Design imm_gen_stage, sky130hd; sources not shown.
Figure 1. Signal wires on met1 (run 1).
Scale: 3 px per um. Supply wires on this layer in grey.
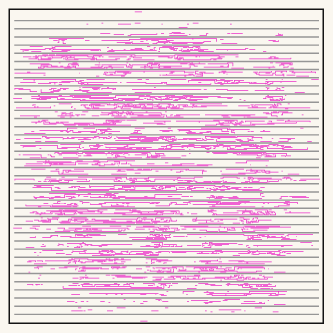
wire length on this layer: 5770 um
share of all routed wire: 45%
nets with wire on the layer: 714
longest straight run: 33.6 um
main direction: horizontal
Vias: 4547
total length of routed wires: 12.9 mm

Figure 2. Cell area per tile (run 1).
Scale: 4 px per um. 10 x 10 tiles, from white (low) to dark blue (high), 0 to 100% covered.
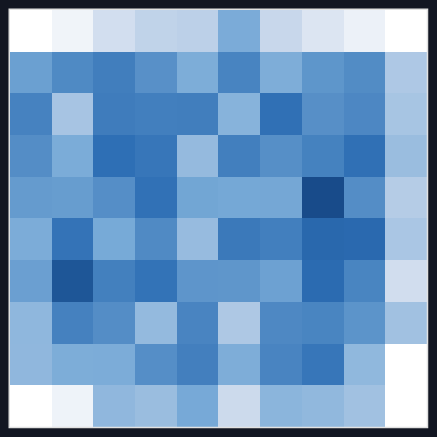
fullest tile: 89%
nearly empty tiles: 5.0%
tiles over 75% full: 5.0%
mean over tiles: 51%
final core utilization: 0.569
Initial Util: 0.420

Figure 3. M3 wires (run 1).
Scale: 4 px per um.
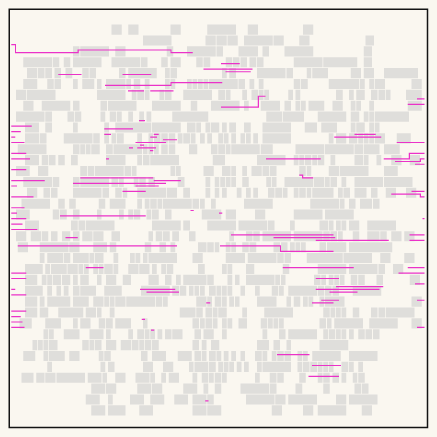
longest straight run: 39.6 um
wire length on this layer: 660 um
main direction: horizontal
share of all routed wire: 5.1%
nets with wire on the layer: 76
met3 demand-to-capacity share in global routing: 0.0414

==> impl_metrics.toml, run 1 <==
# generated from flow reports
[critical_path]
arrival_time_worst_endpoint_ns = 1.75
timing.critical_path.to_type = "register"
setup.worst_path.class = "input port to register"
reg2regPathDepth = 10
worstPathMaxFanout = 16

[drt]
route.antenna.remaining_nets = 0
drt_drc_violations_left = 0
dr.pass1.iters = 5
drt_iter0_drc = 269
vias_per_std_cell = 5.17
drt-wirelength-per-cell_um = 14.6

[placement]
tally_of_buffers_added_on_design_ports = 74
gp_congestion = 0.829

[layout]
finish.net_count = 780
highest_count_cells_in_the_layout_ignoring_fill_and_taps = "114 x nand2_1, 90 x nor2_1, 81 x a21oi_1"
syn_to_final_growth_pct = 35.6

[clock_network]
cts_root_buf = "clkbuf_8"
cts.clk_slew.worst_paths_ns = 0.08
cts_buffers = 9
number_of_levels_the_h_tree_was_split_into = 3
clock_path_buffers = 2
clkLatencyLatePin_ns = 0.36
cts.sinks = 76

[timing]
timing.slew.headroom = 0.744
hold_viol_final = 0
report.final.slew_viol_count = 0
finalCritPeriodShare = 0.911
slew_at_the_pin_closest_to_its_max_slew_limit_ns = 0.384
timing.fmax_ghz = 0.686
fin_worst_hold_slack_ns = 0.502
finalCriticalPeriod_ns = 1.46
setup-violations-final = 0

[die]
die_area_um2 = 10900
overall_die_width_um = 104

[synthesis]
mappedNetlistArea_um2 = 4180
yosys-stat-cells = 639
ys_seq_share = 0.364
syn-instance-count = 639
ys_chip_area_um2 = 4180
synth.ff_latch_count = 76
avgSynthCellArea_um2 = 6.54

[worst_hold_path]
timing.hold.worst_path_depth = 2

[power]
cellPowerDensity_nw_per_um2 = 796
vdd_drop_max_mv = 0.656
total_power_mw = 4.51

[global_routing]
grt_pass1_wl_mm = 20.3
globalRoute.totalOverflow = 0
number_of_antenna_violations_at_the_first_check_in_global_routing = 0

[run_status]
status = "completed"
[run 1: critical path, stage by stage]
cell             delay, ns
clkdlybuf4s50_1       0.51
inv_1                 0.06
nand2_1               0.13
nand3_2               0.13
nand3_2               0.11
nand2_2               0.08
buf_12                0.15
nand2_1               0.11
nand2_1               0.09
a21oi_2               0.14
[run 1: power by group]
part	switching (mW)	internal, mW	total, mW
logic	0.641	0.368	1.01
clock network	0.745	0.714	1.46
registers	0.0569	1.98	2.04
total	1.44	3.07	4.51
[run 1: logic make-up after synthesis]
kind of cell	after synthesis	synth area share
AOI/OAI and AO/OA	181	0.226
and+or+nand+nor	286	0.298
DFF	76	0.364
buffers and inverters	96	0.112
[run 1: cell type report]
cell class | instances | area, um2
fillers | 996 | 4290
multi-input cells | 470 | 2290
flip-flops and latches | 76 | 1530
repair buffers | 127 | 1250
inverters | 59 | 231
well taps | 133 | 166
clock buffers | 9 | 124
clock inverters | 6 | 65.1
[run 1: synthesized netlist by cell type]
cell type	number	area share
nand2_1	120	0.11
a21oi_1	82	0.098
nand3_4	1	0.0042
dfxtp_1	76	0.36
o21ai_0	80	0.096
buf_1	1	0.00090
o211ai_1	2	0.0036
nor2_1	97	0.087
o22ai_1	2	0.0030
clkinv_1	2	0.0018
nand2_2	13	0.019
clkbuf_8	3	0.0099
buf_2	8	0.0096
inv_1	51	0.046
o21ai_4	1	0.0039
inv_2	6	0.0054
a21oi_2	2	0.0042
nor3_1	1	0.0012
dlygate4sd1_1	1	0.0021
nand4_1	2	0.0030
nand4_2	1	0.0030
o21ai_1	8	0.0096
clkbuf_1	14	0.013
nand2_4	1	0.0027
nor2_4	5	0.013
clkbuf_2	2	0.0024
buf_6	8	0.022
nand3_1	41	0.049
nor2_2	3	0.0045
nand3_2	1	0.0024
o21a_1	4	0.0072
[run 1: layer usage]
layer,global-route usage,part of all wire,vias to the layer above
met2,0.379,0.48,143
met5,0,0,-
li1,-,-,2295
met3,0.0414,0.051,22
met1,0.306,0.45,2087
met4,0.0867,0.022,0
[run 1: repair_timing]
action	in CTS	in global routing
cloned	2	5
buffers inserted	0	3
hold buffers	0	0
endpoints found under the hold margin	0	0
pin swaps	9	11
resized	20	48
setup endpoints to repair	60	72
[run 1: per-stage QoR]
| step | instance area (um2) | TNS, ns | setup WS, ns | instances |
|---|---|---|---|---|
| finish | 5660 | 0 | 0.142 | 880 |
| global route | 5660 | 0 | 0.0703 | 880 |
| CTS | 5440 | 0 | 0.0860 | 872 |
| detailed placement | 5200 | -23.18 | -0.416 | 855 |
| global placement | 5200 | -21.32 | -0.385 | 855 |
| floorplan | 4190 | 0 | 0.108 | 639 |
Figure 4. Clock nets (run 1).
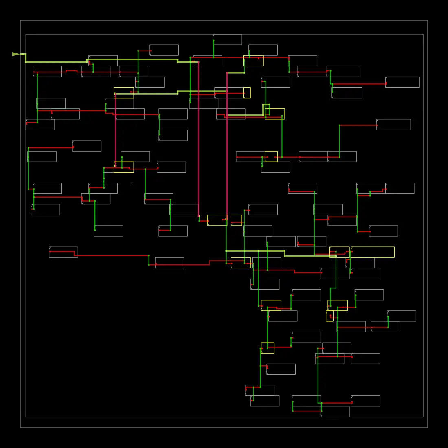

==> run 2, diff against run 1 <==
PLACE_DENSITY_LB_ADDON = unset   (was 0.15)
RECOVER_POWER = 100   (was unset)
Figure 5. Clock nets (run 2).
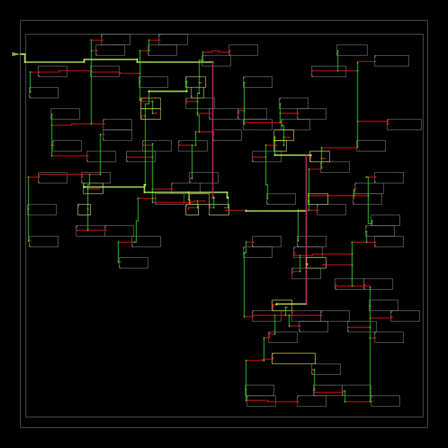
number of buffers inserted during clock tree synthesis: 9
number of sequential cells: 76

==> run 2 against run 1 <==
Net effect:
- clock skew rose by 0.0050 ns
- final cell count up 2.2%
- die size is the same
- final area grew 4.6%
- sequential share of layout area shrank 1.2 points
- hold slack got worse by 0.14 ns
- critical endpoint is now r_tail_imm[1]
- combinational power is 7% higher
- sequential power hardly changed
==> impl_metrics.toml, run 2 <==
# generated from flow reports
[synthesis]
dominantRegCellSynth = "dfxtp_1"
number_of_synthesized_flops_with_an_enable_pin = 0
syn-instance-count = 639
cell_with_the_most_instances_after_synthesis = "nand2_1"
netlist.area_leader.share = 0.364
avgSynthCellArea_um2 = 6.54
synth.ff_latch_count = 76
ys_seq_share = 0.364
ys_chip_area_um2 = 4180

[power]
power.share.combinational = 0.229
power.share.switching = 0.324
power_frac_seq = 0.433
cellPowerDensity_nw_per_um2 = 800
pwr-share-clk = 0.338

[timing]
fin_tns_setup_ns = 0
report.final.slew_viol_count = 0
hold_viol_final = 0
fin_worst_hold_slack_ns = 0.358
timing.fmax_ghz = 0.665

[critical_path]
arrival_time_worst_endpoint_ns = 1.81
cpPeakStageDelay_ns = 0.49
reg2regPathDepth = 11
crit_slowest_cell = "clkdlybuf4s50_1"
path_cells = "clkdlybuf4s50_1, nand2_2, nor2_4, nand2_2, nor2_4, buf_8, clkbuf_16, nor2_1, nor2_1, o21ai_0, inv_1"

[drt]
drt_iter0_drc = 325
drt-wirelength-per-cell_um = 15.2
route.met3.wl_um = 721
met2WireLength_mm = 6.66

[global_routing]
grt_pass1_wl_mm = 21.1

[clock_network]
clkLatencyLatePin_ns = 0.36
cts.clk_slew.worst_paths_ns = 0.09
number_of_levels_the_h_tree_was_split_into = 3

[placement]
tally_of_buffers_added_on_design_ports = 74
gp_congestion = 0.858
post-place-ws_ns = -0.417

[run_status]
status = "completed"
Figure 6. Signal wires on met1 (run 2).
Scale: 3 px per um. Supply wires on this layer in grey.
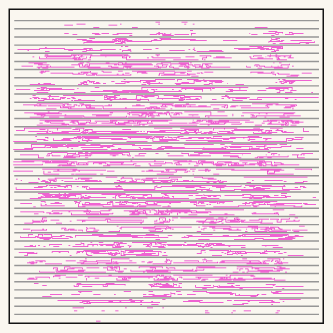
longest straight run: 35.4 um
share of all routed wire: 45%
Vias: 4655
met1 capacity usage during global routing: 0.320
total length of routed wires: 13.7 mm

==> run 2: cell counts after synthesis <==
Identical to the previous run, type by type.
==> run 2: cells by family (layout without fill, tap and decap cells) <==
group	after synthesis	in the layout	synth area share
compound gates	181	182	0.226
buf+inv	96	220	0.112
flops	76	76	0.364
simple gates	286	288	0.298
==> run 2: power by group through the flow <==
stage	Combinational (mW)	Sequential (mW)	Clock [mW]
3_3_place_gp	0.968	2.08	0
5_1_grt	1.16	2.06	1.72
6_report	1.08	2.05	1.60
2_1_floorplan	0.325	2.33	0
3_5_place_dp	0.978	2.08	0
4_1_cts	1.00	2.04	1.63
==> run 2: final cells by class <==
class	count	area (um2)
clock inverter	5	65.1
inverter	59	246
clock buffer	11	151
tap	133	166
sequential	76	1530
fill	977	4030
timing repair buffer	145	1330
multi-input combinational	470	2430
==> run 2: worst max-delay path: cells and delay by family <==
| kind | cells | cell delay (ns) |
|---|---|---|
| AOI/OAI and AO/OA | 1 | 0.09 |
| and+or+nand+nor | 6 | 0.60 |
| buffers and inverters | 4 | 0.88 |
==> run 2: routing by layer <==
| layer | vias up | GRT usage |
|---|---|---|
| met3 | 16 | 0.0414 |
| li1 | 2338 | - |
| met4 | 0 | 0.0735 |
| met2 | 135 | 0.406 |
| met1 | 2166 | 0.320 |
| met5 | - | 0 |
==> run 2: per-stage QoR <==
step / util / std cells / total power, mW / instance area, um2
2_1_floorplan: - / 639 / 2.65 / 4190
3_3_place_gp: 0.526 / 861 / 3.05 / 5230
3_5_place_dp: 0.526 / 861 / 3.06 / 5230
4_1_cts: 0.568 / 888 / 4.67 / 5650
5_1_grt: 0.595 / 899 / 4.94 / 5920
6_report: 0.595 / 899 / 4.74 / 5920
==> run 2: what timing repair did <==
action / CTS / global route
endpoints found under the hold margin: 0 / 0
setup endpoints to repair: 68 / 70
pin swaps: 12 / 13
buffers inserted: 6 / 6
resized: 36 / 125
gates cloned: 5 / 6
hold buffers: 0 / 0
Power and IR drop assume default switching activity.
